==> run_1/clk_routes.png <==
The bar under the picture is 50 um long.
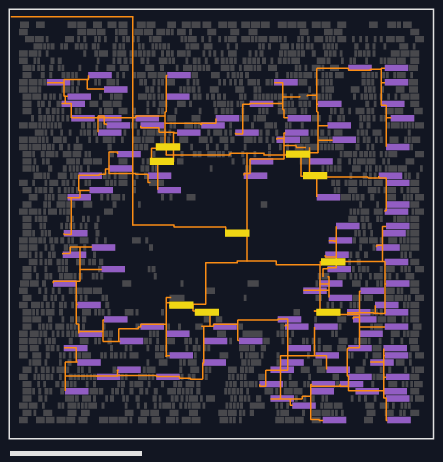
==> run_1/placement_by_type.png <==
The bar under the picture is 50 um long.
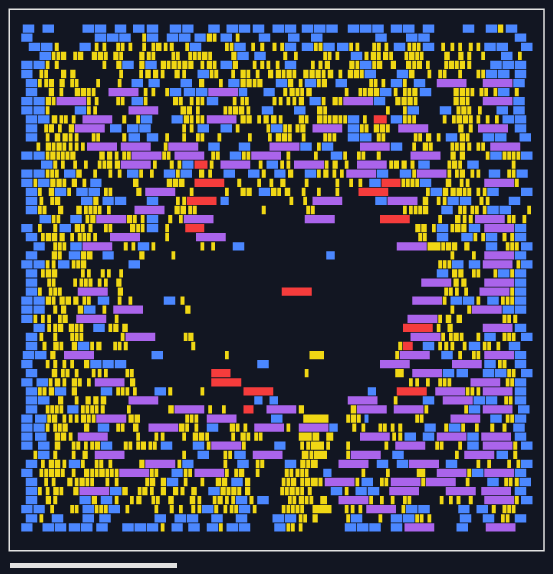
==> run_1/power_grid.png <==
The bar under the picture is 50 um long. Pins as bars on the die edge.
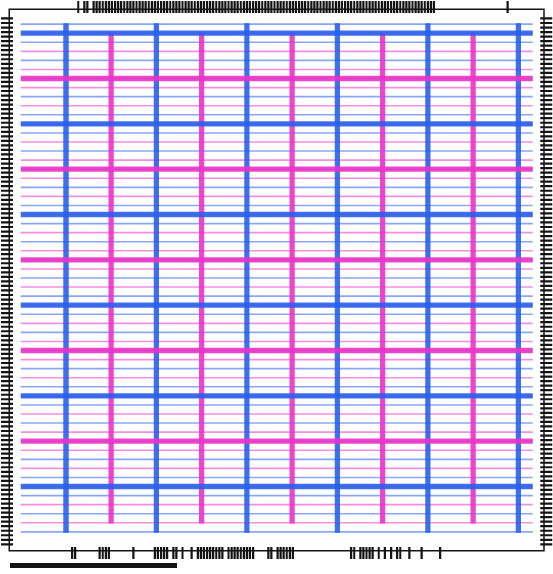
<file path="src/rtl/adder_arbiter.sv">
// adder_arbiter: round-robin sequencer sharing one adder; ADDER_ARB_SUB_EN adds per-requester subtract
module adder_arbiter #(
  parameter int WIDTH  = 32,
  parameter int NREQ   = 4,
  parameter int SETTLE = 2,
  localparam int IDW   = NREQ > 1 ? $clog2(NREQ) : 1,
  localparam int CW    = SETTLE > 1 ? $clog2(SETTLE) : 1
) (
  input  logic                  clk,
  input  logic                  reset,
  input  logic [NREQ-1:0]       req,
  input  logic [NREQ*WIDTH-1:0] req_a,
  input  logic [NREQ*WIDTH-1:0] req_b,
  input  logic [NREQ-1:0]       req_cin,
`ifdef ADDER_ARB_SUB_EN
  input  logic [NREQ-1:0]       req_sub,
`endif
  output logic [NREQ-1:0]       gnt,
  output logic                  done,
  output logic [IDW-1:0]        done_id,
  output logic [WIDTH-1:0]      res,
  output logic                  res_cout,
  output logic                  res_ovf,
  output logic                  busy,
  output logic [WIDTH-1:0]      add_a,
  output logic [WIDTH-1:0]      add_b,
  output logic                  add_cin,
  input  logic [WIDTH-1:0]      add_out,
  input  logic                  add_cout,
  input  logic                  add_ovf
);
  typedef enum logic [1:0] {IDLE, WAIT, DONE} state_t;
  state_t r_state, w_next;
  logic [IDW-1:0] r_ptr, r_owner, r_id, w_win;
  logic [CW-1:0] r_cnt;
  logic [NREQ-1:0] r_gnt;
  logic [WIDTH-1:0] r_add_a, r_add_b, r_res;
  logic r_add_cin, r_cout, r_ovf, w_found, w_grant, w_sub;
`ifdef ADDER_ARB_SUB_EN
  assign w_sub = req_sub[w_win];
`else
  assign w_sub = 1'b0;
`endif
  assign w_grant = r_state == IDLE && w_found;
  // state register
  always_ff @(posedge clk or posedge reset)
    if (reset) r_state <= IDLE;
    else r_state <= w_next;
  // next state: grant from IDLE, count out the settle time, one DONE cycle
  always_comb begin
    w_next = r_state;
    w_next = r_state == IDLE ? (w_found ? WAIT : IDLE) :
             r_state == WAIT ? (r_cnt == '0 ? DONE : WAIT) : IDLE;
  end
  // first asserted request at or above the pointer, wrapping; scanned downward so the nearest wins
  always_comb begin
    w_found = 1'b0;
    w_win   = '0;
    for (int k = NREQ - 1; k >= 0; k--)
      if (req[(int'(r_ptr) + k) % NREQ]) begin
        w_found = 1'b1;
        w_win   = IDW'((int'(r_ptr) + k) % NREQ);
      end
  end
  // operand capture on grant, result capture at the end of the settle window
  always_ff @(posedge clk or posedge reset)
    if (reset) begin
      r_gnt <= '0; r_ptr <= '0; r_owner <= '0; r_id <= '0; r_cnt <= '0;
      r_add_a <= '0; r_add_b <= '0; r_add_cin <= 1'b0;
      r_res <= '0; r_cout <= 1'b0; r_ovf <= 1'b0;
    end else begin
      r_gnt <= '0;
      if (w_grant) begin
        r_gnt     <= NREQ'(1) << w_win;
        r_add_a   <= req_a[int'(w_win)*WIDTH +: WIDTH];
        r_add_b   <= w_sub ? ~req_b[int'(w_win)*WIDTH +: WIDTH] : req_b[int'(w_win)*WIDTH +: WIDTH];
        r_add_cin <= w_sub | req_cin[w_win];
        r_owner   <= w_win;
        r_ptr     <= w_win == IDW'(NREQ - 1) ? '0 : w_win + 1'b1;
        r_cnt     <= CW'(SETTLE - 1);
      end else if (r_state == WAIT) begin
        if (r_cnt == '0) begin
          r_res  <= add_out;
          r_cout <= add_cout;
          r_ovf  <= add_ovf;
          r_id   <= r_owner;
        end else r_cnt <= r_cnt - 1'b1;
      end
    end
  assign gnt      = r_gnt;
  assign done     = r_state == DONE;
  assign busy     = r_state != IDLE;
  assign done_id  = r_id;
  assign res      = r_res;
  assign res_cout = r_cout;
  assign res_ovf  = r_ovf;
  assign add_a    = r_add_a;
  assign add_b    = r_add_b;
  assign add_cin  = r_add_cin;
endmodule

</file>
<file path="config.mk">
export PLATFORM = sky130hd
export DESIGN_NAME = adder_arbiter
export DESIGN_NICKNAME = d
export VERILOG_FILES = /design/src/rtl/adder_arbiter.sv
export SDC_FILE = /design/constraint.sdc
export NUM_CORES = 1
export LEC_CHECK = 0
export ABC_AREA = 1
export CAP_MARGIN = 20
export CORE_AREA = 3 3 157 159
export CTS_CLUSTER_SIZE = 30
export DETAILED_ROUTE_END_ITERATION = 10
export DIE_AREA = 0 0 160 162
export HOLD_SLACK_MARGIN = 0.1
export PLACE_DENSITY = 0.69
export RECOVER_POWER = 25
export SETUP_SLACK_MARGIN = 0.4
export SYNTH_ARGS = -nofsm -noshare
export SYNTH_HDL_FRONTEND = slang
export SYNTH_SLANG_ARGS = --single-unit
export TNS_END_PERCENT = 5
</file>
<file path="constraint.sdc">
create_clock -name clk -period 7.6 [get_ports clk]
set_clock_uncertainty 0.15 [all_clocks]
set_input_delay 1.52 -clock clk [delete_from_list [all_inputs] [get_ports clk]]
set_output_delay 1.52 -clock clk [all_outputs]
set_load 0.05 [all_outputs]
</file>
==> results_dict.tcl, run 1 <==
# implementation run metrics
set metrics [dict create \
    cts_hold_buffers 0 \
    maxCapViolations 2 \
    crit_path_start "req[1]" \
    drtAntennaViolNets 0 \
    die_area_sq_um 25900 \
    core_sq_um 23400 \
    violations "capacitance limit, slew limit" \
    hold_end "res[21]" \
    synthSimpleGateAreaFrac_pct 43.9 \
    cts.repair.resized 0 \
    final_common_cell "nand2_1" \
    crit_chain "clkdlybuf4s50_1, inv_1, nand2_1, nand3_1, nand2_2, inv_2, nand2_1, nand2_4, nand2_4, buf_4, nand2_1, nand3_1, nand2_1, nand2_1, nand2_1" \
    reg2reg_from "r_ptr[0]" \
    htree_levels 3 \
    postCtsSetupRepairBufs 0 \
    worstPathMaxFanout 78 \
    ys_types 22 \
    hp-class "reg2reg" \
    grt_pass1_vias 8432 \
    clock_path_buffers 2 \
    finalClockPeriodUsage_pct 63.2 \
    setup_tns_ns 0 \
    rsz0062_at_grt "no" \
    cp_data_arrival_time_ns 4.91 \
    slew_headroom_pct -44.8 \
    rrSetupSlack_ns 3.80 \
    maxSlewViolCount 83 \
    drc 0 \
    drt-vias-per-instance 4.62 \
    xor_share_pct 0 \
    ys_cells 1286 \
    gp_congestion 0.900 \
    chipHeight_um 162 \
    first_pass_iters 6 \
    vias 9050 \
    grt_overflow 0 \
    area_leaders "dfrtp_1, nand2_1, nand3_1" \
    ys.flops 112 \
    leakage_nw 6.72 \
    cp_num_buf_inv 4 \
    syn_area_sq_um 7750 \
    antenna_found_initial 1 \
    hold_viol 0 \
    clk_pin_slew_worst_paths_ns 0.09 \
    holdWs_ns 0.321 \
    crit_top_cell "nand2_1" \
    start_kind "primary input" \
    tightestPinTransition_ns 2.16 \
    layout_top_cells "nand2_1, clkdlybuf4s50_1, inv_1" \
    drive_gt1_share_pct 2.56 \
    avgSynthCellArea_sq_um 6.03 \
    cp_top_family "simple AND/OR/NAND/NOR gates" \
    grt_max_degree 85 \
    status "finished, violations left" \
    path_depth 15 \
    slowest_delay_ns 0.78 \
    yosysChipArea_sq_um 7750 \
    seq_area_frac_synth_pct 36.2 \
    warnings 26 \
    tritoncts "done" \
    cp_slowest_cell "nand2_4" \
    rr_worst_depth 14 \
    crit_path_end "add_a[31]" \
    cts.sinks 112 \
    ys_sh_mux_pct 0 \
    min_path_cells 2 \
    io_buffers 406 \
    setup_viol 0 \
    die_w_um 160 \
    layout.nets 1935 \
    crit_required_ns 7.70 \
    grt_pass1_wl_mm 46.2 \
    cts-root-buf "clkbuf_16" \
    ys_sh_aoi_pct 0.856 \
    fp_nets 1587 \
    reg2reg_to "add_a[31]" \
    synth_top_cell_by_area "dfrtp_1" \
    area_growth_pct 57.3 \
    placementRows 56 \
    io_pins 407 \
    drt-initial-drc-count 494 \
    cts_buffers 9 \
    grt_use_total_pct 22.1 \
    clock_latency_ns 0.35 \
    yosys_warnings 0 \
    path_class "in2reg" \
    fin_crit_ns 4.80 \
    cp-end-kind "flop" \
    netlist_instances 1286 \
    top_area_share_pct 36.2 \
    hpwl_mm 21.8 \
    fa_ha_area_share_pct 0.161 \
    wl_mm 29.9 \
    avgRoutedWirePerCell_um 15.2 \
    pwr_density_cell_nw_per_um2 514 \
    max_freq_mhz 208 \
    ir_worst_vdd_uv 326 \
    topCombFamilyByArea "simple AND/OR/NAND/NOR gates" \
    min-delay-start "res[21]" \
    fp_util_pct 33.1 \
]
## Picture notes: clk_routes.png
[yellow] clock drivers | count: 9
[orange] clock wires | length: 1600 um
[purple] flip-flops | count: 112
routed clock nets: 10

## Picture notes: placement_by_type.png
| colour | class | cells | share of their area |
|---|---|---|---|
| purple | sequential cells | 112 | 24% |
| yellow | combinational and other logic | 1096 | 39% |
| red | clock drivers and dummy loads | 16 | 2.7% |
| blue | remaining buffers and delay cells | 415 | 35% |

## Picture notes: power_grid.png
| colour | net |
|---|---|
| blue | VSS |
| magenta | VDD |
rows: 56
met5 straps: 11

[run 1: layer usage]
layer | track usage, % | wire length, um
met1 | 27.2 | 12000
met2 | 38.2 | 14800
met3 | 6.40 | 2620
met4 | 5.33 | 481
met5 | 0 | 0
[run 1: cell type report]
cell class / instances / area [sq um]
Fill cell: 2383 / 11200
Timing Repair Buffer: 415 / 4130
Multi-Input combinational cell: 818 / 3500
Sequential cell: 112 / 2800
Inverter: 278 / 1050
Tap cell: 319 / 399
Clock buffer: 9 / 225
Clock inverter: 7 / 88.8
Antenna cell: 1 / 2.50
[run 1: metrics by stage]
step	cell area [sq um]	power, mW	setup slack (ns)	std cells	util (%)
floorplan	7750	4.50	2.97	1286	-
detailed placement	11900	5.80	2.48	1942	50.8
global route	12200	6.80	2.53	1959	52.1
CTS	12200	6.32	2.87	1958	52.1
finish	12200	6.26	2.80	1959	52.1
global placement	11900	5.75	2.57	1942	50.8
[run 1: cell usage after synthesis]
cell      number
a31oi_4        1
buf_2         35
buf_4         10
buf_6          6
clkbuf_1      27
clkinv_1       1
dfrtp_1      112
ha_1           1
inv_1        270
inv_2          6
inv_4          1
nand2_1      527
nand2_2        3
nand2_4        2
nand3_1      266
nor2_1         8
nor2_2         2
nor2_4         1
o21a_1         2
o21ai_0        3
o21ai_2        1
o22ai_1        1
[run 1: report_power, final]
part           leakage, nW  switching (mW)  internal (mW)  total [mW]
Sequential            1.38           0.171          0.917        1.09
Combinational         5.19            3.22           1.45        4.67
Clock                0.153           0.261          0.239       0.500
==> run_1/placement.png <==
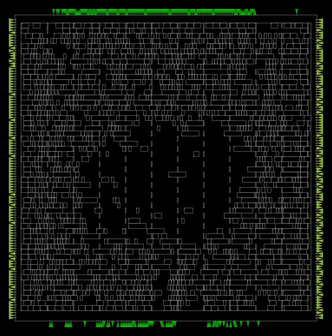

==> run 2, diff against run 1 <==
--- a/config.mk
+++ b/config.mk
@@ -7,12 +7,12 @@
 export LEC_CHECK = 0
 export ABC_AREA = 1
 export CAP_MARGIN = 20
-export CORE_AREA = 3 3 157 159
+export CORE_AREA = 3 3 158 160
 export CTS_CLUSTER_SIZE = 30
 export DETAILED_ROUTE_END_ITERATION = 10
-export DIE_AREA = 0 0 160 162
+export DIE_AREA = 0 0 161 163
 export HOLD_SLACK_MARGIN = 0.1
-export PLACE_DENSITY = 0.69
+export PLACE_DENSITY = 0.71
 export RECOVER_POWER = 25
 export SETUP_SLACK_MARGIN = 0.4
 export SYNTH_ARGS = -nofsm -noshare
==> constraint.sdc (replaced) <==
create_clock -name clk -period 4.3 [get_ports clk]
set_clock_uncertainty 0.15 [all_clocks]
set_input_delay 0.86 -clock clk [delete_from_list [all_inputs] [get_ports clk]]
set_output_delay 0.86 -clock clk [all_outputs]
set_load 0.05 [all_outputs]
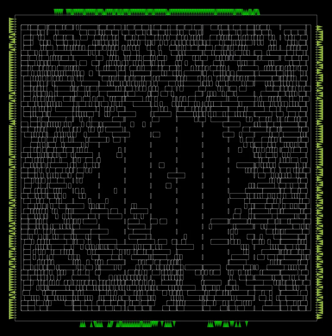
(run_2/placement.png)
core area: 23500 sq um
sequential cell area share: 22.8%

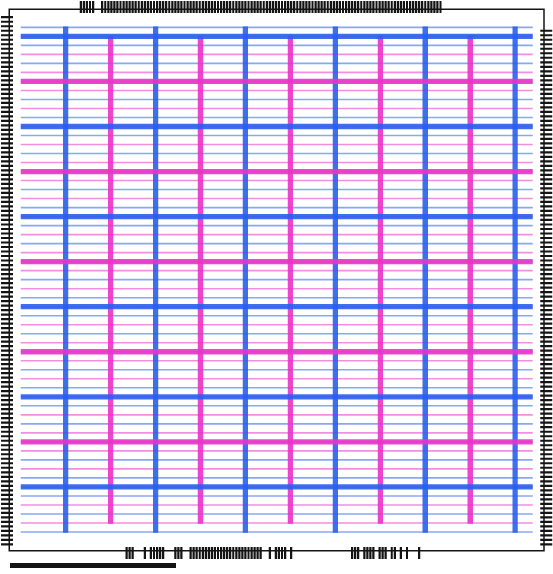
(run_2/power_grid.png)
The bar under the picture is 50 um long. Pins as bars on the die edge.
| colour | net |
|---|---|
| blue | VSS |
| magenta | VDD |
signal pins: 407
met1 rails: 57
met5 straps: 11

==> run 2 against run 1 <==
Compared with the run above: the run still ends with capacitance limit, slew limit left; sequential cell count stayed put; utilization is 0.24 points higher; non-clock buffer count up 5; design area up 1.1%; die area grew 1.2%; routed wire length shrank 1.4%; critical path depth decreased by 5; worst hold slack worse by 0.0029 ns; combinational power up about 80%; register-to-register slack worse by 2.3 ns; critical endpoint is now r_owner[0]; largest cell class unchanged; largest power group unchanged.
==> results_dict.tcl, run 2 <==
# implementation run metrics
set metrics [dict create \
    seq_area_frac_synth_pct 36.2 \
    fin_crit_ns 3.15 \
    violations "capacitance limit, slew limit" \
    clk_pin_slew_worst_paths_ns 0.09 \
    worst_slack_ns 1.15 \
    ys_cells 1286 \
    cp-end-kind "flop" \
    yosys-top-cells-count "nand2_1, inv_1, nand3_1, dfrtp_1, buf_2" \
    ys.flop_type "dfrtp_1" \
    clock_latency_ns 0.36 \
    rsz0062_at_grt "no" \
    comb-power_mw 8.42 \
    die_area_sq_um 26200 \
    crit_chain "clkdlybuf4s50_1, inv_1, nand2_1, nand3_1, nand2_2, inv_2, a31oi_4, buf_4, nand2_1, o21a_1" \
    crit_top_cell "nand2_1" \
    power_frac_clock_pct 7.8 \
    most_common_cell "nand2_1" \
    tritoncts "done" \
    drt-initial-drc-count 594 \
    ys_sh_mux_pct 0 \
    antenna_found_initial 3 \
    cts_buffers 9 \
    grt_max_degree 131 \
    area_leaders "dfrtp_1, nand2_1, nand3_1" \
    wl_mm 29.4 \
    slew_headroom_pct -8.64 \
    drt-vias-per-instance 4.61 \
    synthSimpleGateAreaFrac_pct 43.9 \
    drc 0 \
    power_leader "combinational cells" \
    crit_path_start "req[0]" \
    p_sw_mw 6.45 \
    hpwl_mm 21.7 \
    fillers 2353 \
    gp_congestion 0.851 \
    hold_viol 0 \
    layout.nets 1940 \
    yosys_warnings 0 \
    worstPathMaxFanout 72 \
    topCombFamilyByArea "simple AND/OR/NAND/NOR gates" \
    edf_count 0 \
    fp_nets 1587 \
    yosysChipArea_sq_um 7750 \
    p_seq_share_pct 17.0 \
    vias 9057 \
    die_w_um 161 \
    grt_pass1_vias 8632 \
    maxCapViolations 1 \
    ys_async_sr_fraction_pct 100 \
    ys_sh_aoi_pct 0.856 \
    fp_util_pct 32.9 \
    io_buffers 406 \
    cp_slowest_cell "buf_4" \
    netlist_instances 1286 \
    setup_tns_ns 0 \
    status "finished, violations left" \
    final_common_cell "nand2_1" \
    grt_pass1_wl_mm 46.5 \
    layout_top_cells "nand2_1, clkdlybuf4s50_1, inv_1" \
    path_class "in2reg" \
    max_freq_mhz 317 \
    htree_levels 3 \
    drive_gt1_share_pct 2.86 \
    avgSynthCellArea_sq_um 6.03 \
    maxSlewViolCount 38 \
    pg_seq_mw 1.91 \
    placementRows 56 \
    crit_required_ns 4.40 \
    syn_area_sq_um 7750 \
    pwr_density_cell_nw_per_um2 910 \
    fa_ha_area_share_pct 0.161 \
    cp_data_arrival_time_ns 3.26 \
    tightestPinTransition_ns 1.63 \
    rrSetupSlack_ns 1.45 \
    cts-root-buf "clkbuf_16" \
    ir_worst_vdd_uv 612 \
    grt_overflow 0 \
    start_kind "primary input" \
    dp_slack_ns 0.774 \
    clk-power_uw 879 \
    cts.sinks 112 \
    finalClockPeriodUsage_pct 73.4 \
    rr_worst_depth 9 \
    grt_use_total_pct 22.0 \
    xor_share_pct 0 \
    cts_hold_buffers 0 \
    setup_viol 0 \
    hp-class "reg2reg" \
    chipHeight_um 163 \
    area_growth_pct 58.9 \
    combPwrFrac_pct 75.1 \
    leakage_nw 6.77 \
    first_pass_iters 5 \
    top_area_share_pct 36.2 \
    avgRoutedWirePerCell_um 15.0 \
    crit_path_end "r_owner[0]" \
    cts.repair.resized 0 \
    ys.flops 112 \
    internal-power_mw 4.76 \
    ys_types 22 \
    postCtsSetupRepairBufs 0 \
    io_pins 407 \
    slowest_delay_ns 0.66 \
    reg2reg_to "r_owner[0]" \
    min_path_cells 2 \
    warnings 30 \
    clock_path_buffers 2 \
    final_util_pct 52.3 \
    synth_top_cell_by_area "dfrtp_1" \
    drtAntennaViolNets 0 \
    swShare_pct 57.6 \
    reg2reg_from "r_ptr[0]" \
]
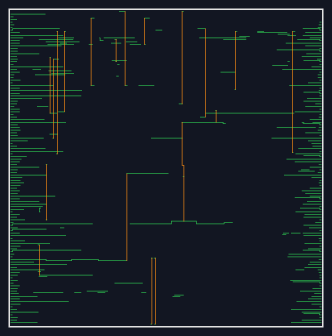
(run_2/wires.png)
Only two layers are drawn.
| colour | layer | wire length |
|---|---|---|
| green | metal 3 | 2460 um |
| orange | metal 4 | 673 um |

[run 2: netlist changes by cell type in the layout (fill, tap and decap cells not counted), sizes merged]
| cell | previous run | this run |
|---|---|---|
| buf | 8 | 13 |
| clkdlybuf4s50 | 403 | 405 |
| diode | 1 | 3 |
| dlygate4sd3 | 3 | 1 |
[run 2: layer usage]
layer	global-route usage [%]	routed length (um)
met5	0	0
met4	5.94	672
met3	5.95	2460
met2	37.3	14400
met1	27.7	11900
[run 2: layout make-up]
type | instances | area [sq um] | area share, %
well taps | 319 | 399 | 3.24
repair buffers | 420 | 4250 | 34.5
flip-flops and latches | 112 | 2800 | 22.8
clock inverters | 7 | 88.8 | 0.721
multi-input cells | 818 | 3500 | 28.4
diodes | 3 | 7.51 | 0.0609
inverters | 278 | 1050 | 8.50
clock buffers | 9 | 225 | 1.83
[run 2: cells by family after synthesis]
family	Yosys count
adder cells (fa/ha/maj)	1
buffers and inverters	356
AND/OR/NAND/NOR	809
flip-flops	112
AND-OR/OR-AND	8
[run 2: worst max-delay path, delay by kind of cell]
kind | cells | cell delay, ns
buffers and inverters | 4 | 1.25
and+or+nand+nor | 4 | 0.68
AOI/OAI and AO/OA | 2 | 0.36
[run 2: worst min path at each step]
stage                    start          to  slack [ns]
floorplan           r_owner[1]  done_id[1]        0.30
global placement       res[24]     res[24]        0.30
detailed placement  done_id[0]  done_id[0]        0.31
CTS                 r_owner[0]  done_id[0]        0.32
global route            res[2]      res[2]        0.34
finish              r_owner[0]  done_id[0]        0.32
[run 2: metrics by stage]
stage               instance area [sq um]  instances  power [mW]  hold WS [ns]
finish                              12300       1966        11.2         0.318
floorplan                            7750       1286        7.95         0.300
CTS                                 12300       1962        11.4         0.322
detailed placement                  12000       1946        10.4         0.307
global placement                    12000       1946        10.3         0.302
global route                        12300       1966        12.3         0.344
No activity file was given, so power comes from the tool's default toggle rates.
